Met3 routing:
(4 px per micron)
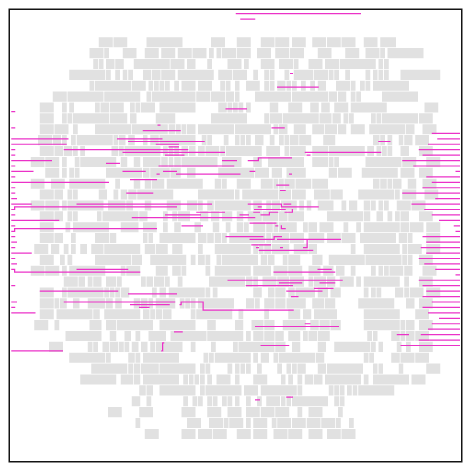
I/O pins on the die edge:
(3 px per micron) Pins as bars across the die edge, other pins in gray.
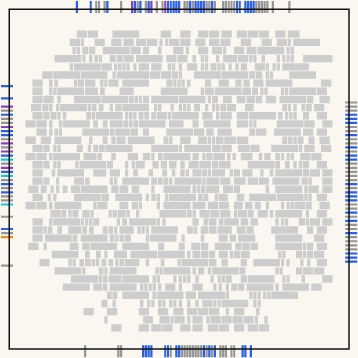
The clock network:
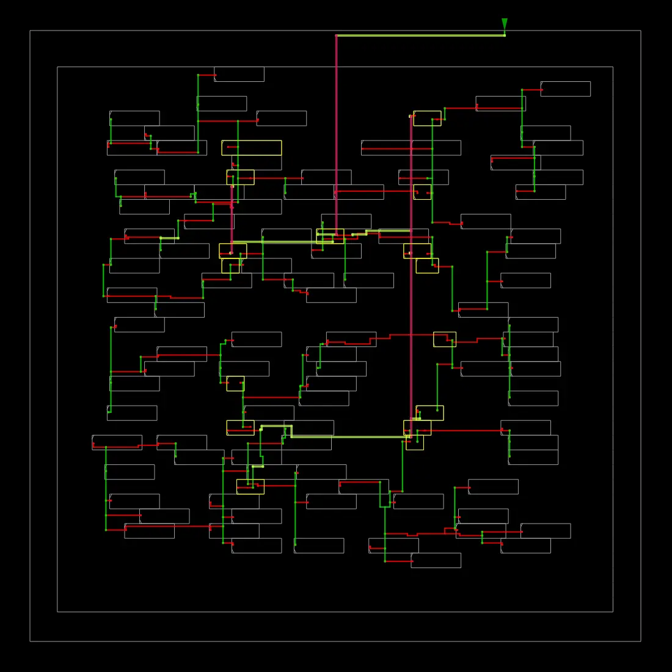
$ cat src/rtl/max_sort_ctrl.sv
// ============================================================================
// max_sort_ctrl
//
// Sequencer that wraps the bit-sliced max-select core into a full descending
// sorter. One vector of M words is captured, then M rounds run: each round
// presents the still-unsorted ("live") words to the core and waits out the
// core pipeline. It then takes the lowest-index maximal word from the returned
// mask, streams that word out and retires its slot.
//
// Ports
//   clk, rst_n      rising-edge clock, asynchronous active-low reset
//   s_valid/s_ready upstream vector handshake, s_data = M words of N bits
//   core_chi        words presented to the core (dead slots forced to 0)
//   core_enable     core enable, high while the core is evaluating
//   core_h_matrix   core mask: bit q set when word q equals the maximum
//   m_valid/m_ready sorted-word handshake; m_data, m_index (original slot),
//                   m_last (M-th word of the vector)
//   busy            high in every state except IDLE
//   err             sticky: a mask arrived with no live bit set
// ============================================================================

package sort_pkg;
    localparam int M = 8;
    localparam int N = 8;
endpackage

module max_sort_ctrl #(
    parameter int M        = sort_pkg::M,
    parameter int N        = sort_pkg::N,
    parameter int CORE_LAT = N - 1,
    parameter int IW       = (M > 1) ? $clog2(M) : 1
) (
    input  logic                  clk,
    input  logic                  rst_n,
    input  logic                  s_valid,
    output logic                  s_ready,
    input  logic [M-1:0][N-1:0]   s_data,
    output logic [M-1:0][N-1:0]   core_chi,
    output logic                  core_enable,
    input  logic [M-1:0]          core_h_matrix,
    output logic                  m_valid,
    input  logic                  m_ready,
    output logic [N-1:0]          m_data,
    output logic [IW-1:0]         m_index,
    output logic                  m_last,
    output logic                  busy,
    output logic                  err
);

    localparam int RW       = $clog2(M + 1);
    localparam int WW       = ($clog2(CORE_LAT + 1) < 1) ? 1 : $clog2(CORE_LAT + 1);
    localparam int WAIT_END = (CORE_LAT > 0) ? CORE_LAT - 1 : 0;

    localparam logic [2:0] ST_IDLE  = 3'd0;
    localparam logic [2:0] ST_ISSUE = 3'd1;
    localparam logic [2:0] ST_WAIT  = 3'd2;
    localparam logic [2:0] ST_PICK  = 3'd3;
    localparam logic [2:0] ST_OUT   = 3'd4;

    logic [2:0]          state;
    logic [M-1:0][N-1:0] data_q;
    logic [M-1:0]        live_q;
    logic [RW-1:0]       round_q;
    logic [WW-1:0]       wait_q;
    logic [N-1:0]        m_data_q;
    logic [IW-1:0]       m_index_q;
    logic                m_last_q;
    logic                err_q;

    // ------------------------------------------------------------------------
    // Word selection. Only live slots may win; if the core reports no live
    // maximum the lowest live slot is taken so the vector still drains.
    // ------------------------------------------------------------------------
    logic [M-1:0]  cand;
    logic [M-1:0]  pick_src;
    logic [IW-1:0] sel_idx;
    logic [N-1:0]  sel_data;

    // NOTE: every always_comb output gets a default first so no path can
    // leave it unassigned and infer a latch.
    always_comb begin
        cand     = core_h_matrix & live_q;
        pick_src = (cand != '0) ? cand : live_q;
        sel_idx  = '0;
        sel_data = '0;
        // Descending scan so the lowest set index is the last one written.
        for (int q = M - 1; q >= 0; q--) begin
            if (pick_src[q]) begin
                sel_idx  = IW'(q);
                sel_data = data_q[q];
            end
        end
    end

    always_comb begin
        for (int q = 0; q < M; q++) begin
            core_chi[q] = live_q[q] ? data_q[q] : '0;
        end
    end

    // ------------------------------------------------------------------------
    // Sequencer
    // ------------------------------------------------------------------------
    // NOTE: state uses non-blocking assignments so every register samples the
    // pre-edge values regardless of statement order.
    // NOTE: the data array is reset along with the control state, so core_chi
    // and m_data come out of reset as zeros rather than stale content.
    always_ff @(posedge clk or negedge rst_n) begin
        if (!rst_n) begin
            state     <= ST_IDLE;
            data_q    <= '0;
            live_q    <= '0;
            round_q   <= '0;
            wait_q    <= '0;
            m_data_q  <= '0;
            m_index_q <= '0;
            m_last_q  <= 1'b0;
            err_q     <= 1'b0;
        end else begin
            case (state)
                ST_IDLE: begin
                    if (s_valid) begin
                        data_q  <= s_data;
                        live_q  <= '1;
                        round_q <= '0;
                        state   <= ST_ISSUE;
                    end
                end
                ST_ISSUE: begin
                    wait_q <= '0;
                    state  <= (CORE_LAT == 0) ? ST_PICK : ST_WAIT;
                end
                ST_WAIT: begin
                    wait_q <= wait_q + WW'(1);
                    // Counter runs 0..CORE_LAT-1: CORE_LAT cycles after ISSUE.
                    if (wait_q == WW'(WAIT_END)) begin
                        state <= ST_PICK;
                    end
                end
                ST_PICK: begin
                    m_data_q  <= sel_data;
                    m_index_q <= sel_idx;
                    m_last_q  <= (round_q == RW'(M - 1));
                    if (cand == '0) begin
                        err_q <= 1'b1;
                    end
                    state <= ST_OUT;
                end
                ST_OUT: begin
                    if (m_ready) begin
                        live_q[m_index_q] <= 1'b0;
                        round_q           <= round_q + RW'(1);
                        state             <= m_last_q ? ST_IDLE : ST_ISSUE;
                    end
                end
                default: state <= ST_IDLE;
            endcase
        end
    end

    assign s_ready     = (state == ST_IDLE);
    assign busy        = (state != ST_IDLE);
    assign core_enable = (state == ST_ISSUE) || (state == ST_WAIT);
    assign m_valid     = (state == ST_OUT);
    assign m_data      = m_data_q;
    assign m_index     = m_index_q;
    assign m_last      = m_last_q;
    assign err         = err_q;

endmodule

$ cat config.mk
export PLATFORM = sky130hd
export DESIGN_NAME = max_sort_ctrl
export DESIGN_NICKNAME = d
export VERILOG_FILES = /design/src/rtl/max_sort_ctrl.sv
export SDC_FILE = /design/constraint.sdc
export NUM_CORES = 1
export LEC_CHECK = 0
export CAP_MARGIN = 40
export CORE_MARGIN = 5
export CORE_UTILIZATION = 47
export CTS_CLUSTER_DIAMETER = 60
export DETAILED_ROUTE_END_ITERATION = 10
export GPL_TIMING_DRIVEN = 0
export PLACE_DENSITY = 0.81
export SLEW_MARGIN = 20
export SYNTH_ARGS = -nofsm -noshare
export SYNTH_HDL_FRONTEND = slang
export SYNTH_SLANG_ARGS = --single-unit
export TNS_END_PERCENT = 1
$ cat constraint.sdc
create_clock -name clk -period 2.7 [get_ports clk]
set_input_delay 0.54 -clock clk [delete_from_list [all_inputs] [get_ports clk]]
set_output_delay 0.54 -clock clk [all_outputs]
set_load 0.01 [all_outputs]
==> job_summary.md <==
## Implementation flow summary

| Metric | Value |
|---|---|
| Share of the cycle needed by the critical path after routing | `99.90%` |
| Fraction of area in multi-input gates | `34.34%` |
| Top cell excl fill/tap | `nand2_1` |
| Worst-case hold slack | `a little under 0.04 ns` |
| Post-layout min period | `2.697 ns` |
| Final setup violation count | `0` |
| Combinational Power Share | `53.1%` |
| Total track usage | `24.84%` |
| Arr. time, crit path | `2.95 ns` |
| Launching element of the worst setup path | `core_h_matrix[3]` |
| Detailed-route DRC error count | `0` |
| Dominant non-sequential cell family after synthesis | `simple AND/OR/NAND/NOR gates` |
| Antenna violations before repair | `0` |
| Crit-path leading delay family | `AND-OR/OR-AND gates` |
| Count of library flops with an enable pin | `0` |
| Max Root-Sink Buffers | `2` |
| Final #Nets | `848` |
| Leakage | `roughly 3.2 nW` |
| Post-synth top cells | `213 x nand2_1, 95 x dfrtp_1, 67 x and2_1, 34 x clkbuf_1, 33 x o21ai_0` |
| Worst setup EP type | `register` |
| Final-layout clock-cell area share | `under 10%` |
| Top cell type by total area after synthesis | `dfrtp_1` |
| Status | `finished, final reports clean` |
| Power density over the cells | `1061 nW/um^2` |
| Setup slack on the worst flop-to-flop path | `0.20 ns` |
| Seq. cell area | `2377 sq um` |
| Placeable core region | `between 10000 and 15000 sq um` |
| Most area-consuming cells after synthesis | `dfrtp_1 48%, nand2_1 16%, and2_1 8.4%, o21ai_0 3.3%, clkbuf_1 2.6%` |
| Wire length of the first global-routing pass | `between 20 and 30 mm` |
| Fa+ha+maj area frac | `less than 1%` |
| Most frequent cells in the layout | `213 x nand2_1, 155 x clkdlybuf4s50_1, 95 x dfrtp_1` |
| Synth Area in XOR/XNOR | `less than 1%` |
| Routability Congestion | `0.8684` |
| Switching share of power | `40.26%` |
| Worst skew pair latency | `0.37 ns` |
| Depth of the worst register-to-register path | `7` |
| End point of the critical path | `m_data[5]` |
| Proportion of synthesized flip-flops having asynchronous set or reset | `100.0%` |
| Init Core Util | `roughly half` |
| Series of cell instances along the critical path | `clkdlybuf4s50_1 -> a22oi_2 -> a41o_1 -> buf_2 -> and2_0 -> clkbuf_1 -> o311ai_1 -> o2111a_1 -> o22ai_2` |
| Detail-routed via count per cell | `5.443` |
| Placed standard-cell area | `about 6700 sq um` |
| Antenna Diode Count | `0` |
| Share of synthesized area occupied by flip-flops and latches | `about 48%` |
| CTS Hold Buffers Added | `0` |
| NonClk Buf Share | `25.10%` |
| Fraction of area in registers | `34.02%` |
| Portion of total power attributed to sequential cells | `between 30% and 40%` |
| Non-clock buffer total of the final layout | `196` |
| CTS tree | `yes` |
| Cells after synthesis | `599` |
| Multi-input gates | `447` |
| Post-route standard cell area excluding fillers | `~7000 sq um` |
| Critical path buffer and inverter count | `3` |
| Max-cap violations | `0` |
| RSZ-0062 raised after global routing | `true` |
| Largest type area fraction | `~48%` |
| Hold WC Path Type | `primary input to async pin` |
| Max FFs per register | `64` |
| Placement Rows | `37` |
| Internal power component | `0.004430 W` |
| Non-filler cells, final | `910` |
| Maximum vdd ir drop | `0.5401 mV` |
| Iteration tally of the first detailed-router pass | `5` |
| Number of levels in the clock H-tree | `3` |
Back to the opening pictures, 'met3 routing':
The layer holds 7.8% of the routed length. The layer carries 1240 microns of wire. The longest straight run is 40.5 microns.
met3 track demand over resource in global routing: 5.722%
number of vias in the routed layout: 4953
final wirelength: 15.90 mm

Back to the opening pictures, 'I/O pins on the die edge':
Key: m_index = cyan [pins 3, direction output, edge left]; m_data = purple [pins 8, direction output, edge 5 left, 3 top]; m_ready = orange [pins 1, direction input, edge left]; s_data = blue [pins 64, direction input, edge 23 top, 17 right, 14 bottom, 10 left]
All pins by edge: 52 top, 40 right, 33 bottom, 32 left.
die boundary width: 112.8 microns
vertical die dimension: 112.8 microns
count of input and output buffers: 156

Back to the opening pictures, 'the clock network':
clk_buf instances: 9
clock network power consumption: 0.00100 W
Clock Sinks: 95

[power groups by stage]
stage	logic, W	registers [W]	clock network [W]
3_3_place_gp	0.00380	0.00245	0
4_1_cts	0.00394	0.00245	0.00101
5_1_grt	0.00430	0.00254	0.00108
2_1_floorplan	0.00198	0.00236	0
3_5_place_dp	0.00391	0.00247	0
6_report	0.00394	0.00247	0.00100
[repair_timing]
item,CTS,global route
setup buffers,1,0
hold endpoints to repair,0,0
resized,1,9
setup endpoints to repair,10,20
pin swaps,1,0
[per-layer routing]
layer / vias to the layer above / track usage (%) / part of all wire [%]
met5: - / 0 / 0
met4: 0 / 6.731 / 1.9
met3: 30 / 5.722 / 7.8
met2: 211 / 41.59 / 48
met1: 2373 / 32.52 / 42
li1: 2339 / - / -
No activity file was given, so power comes from the tool's default toggle rates.
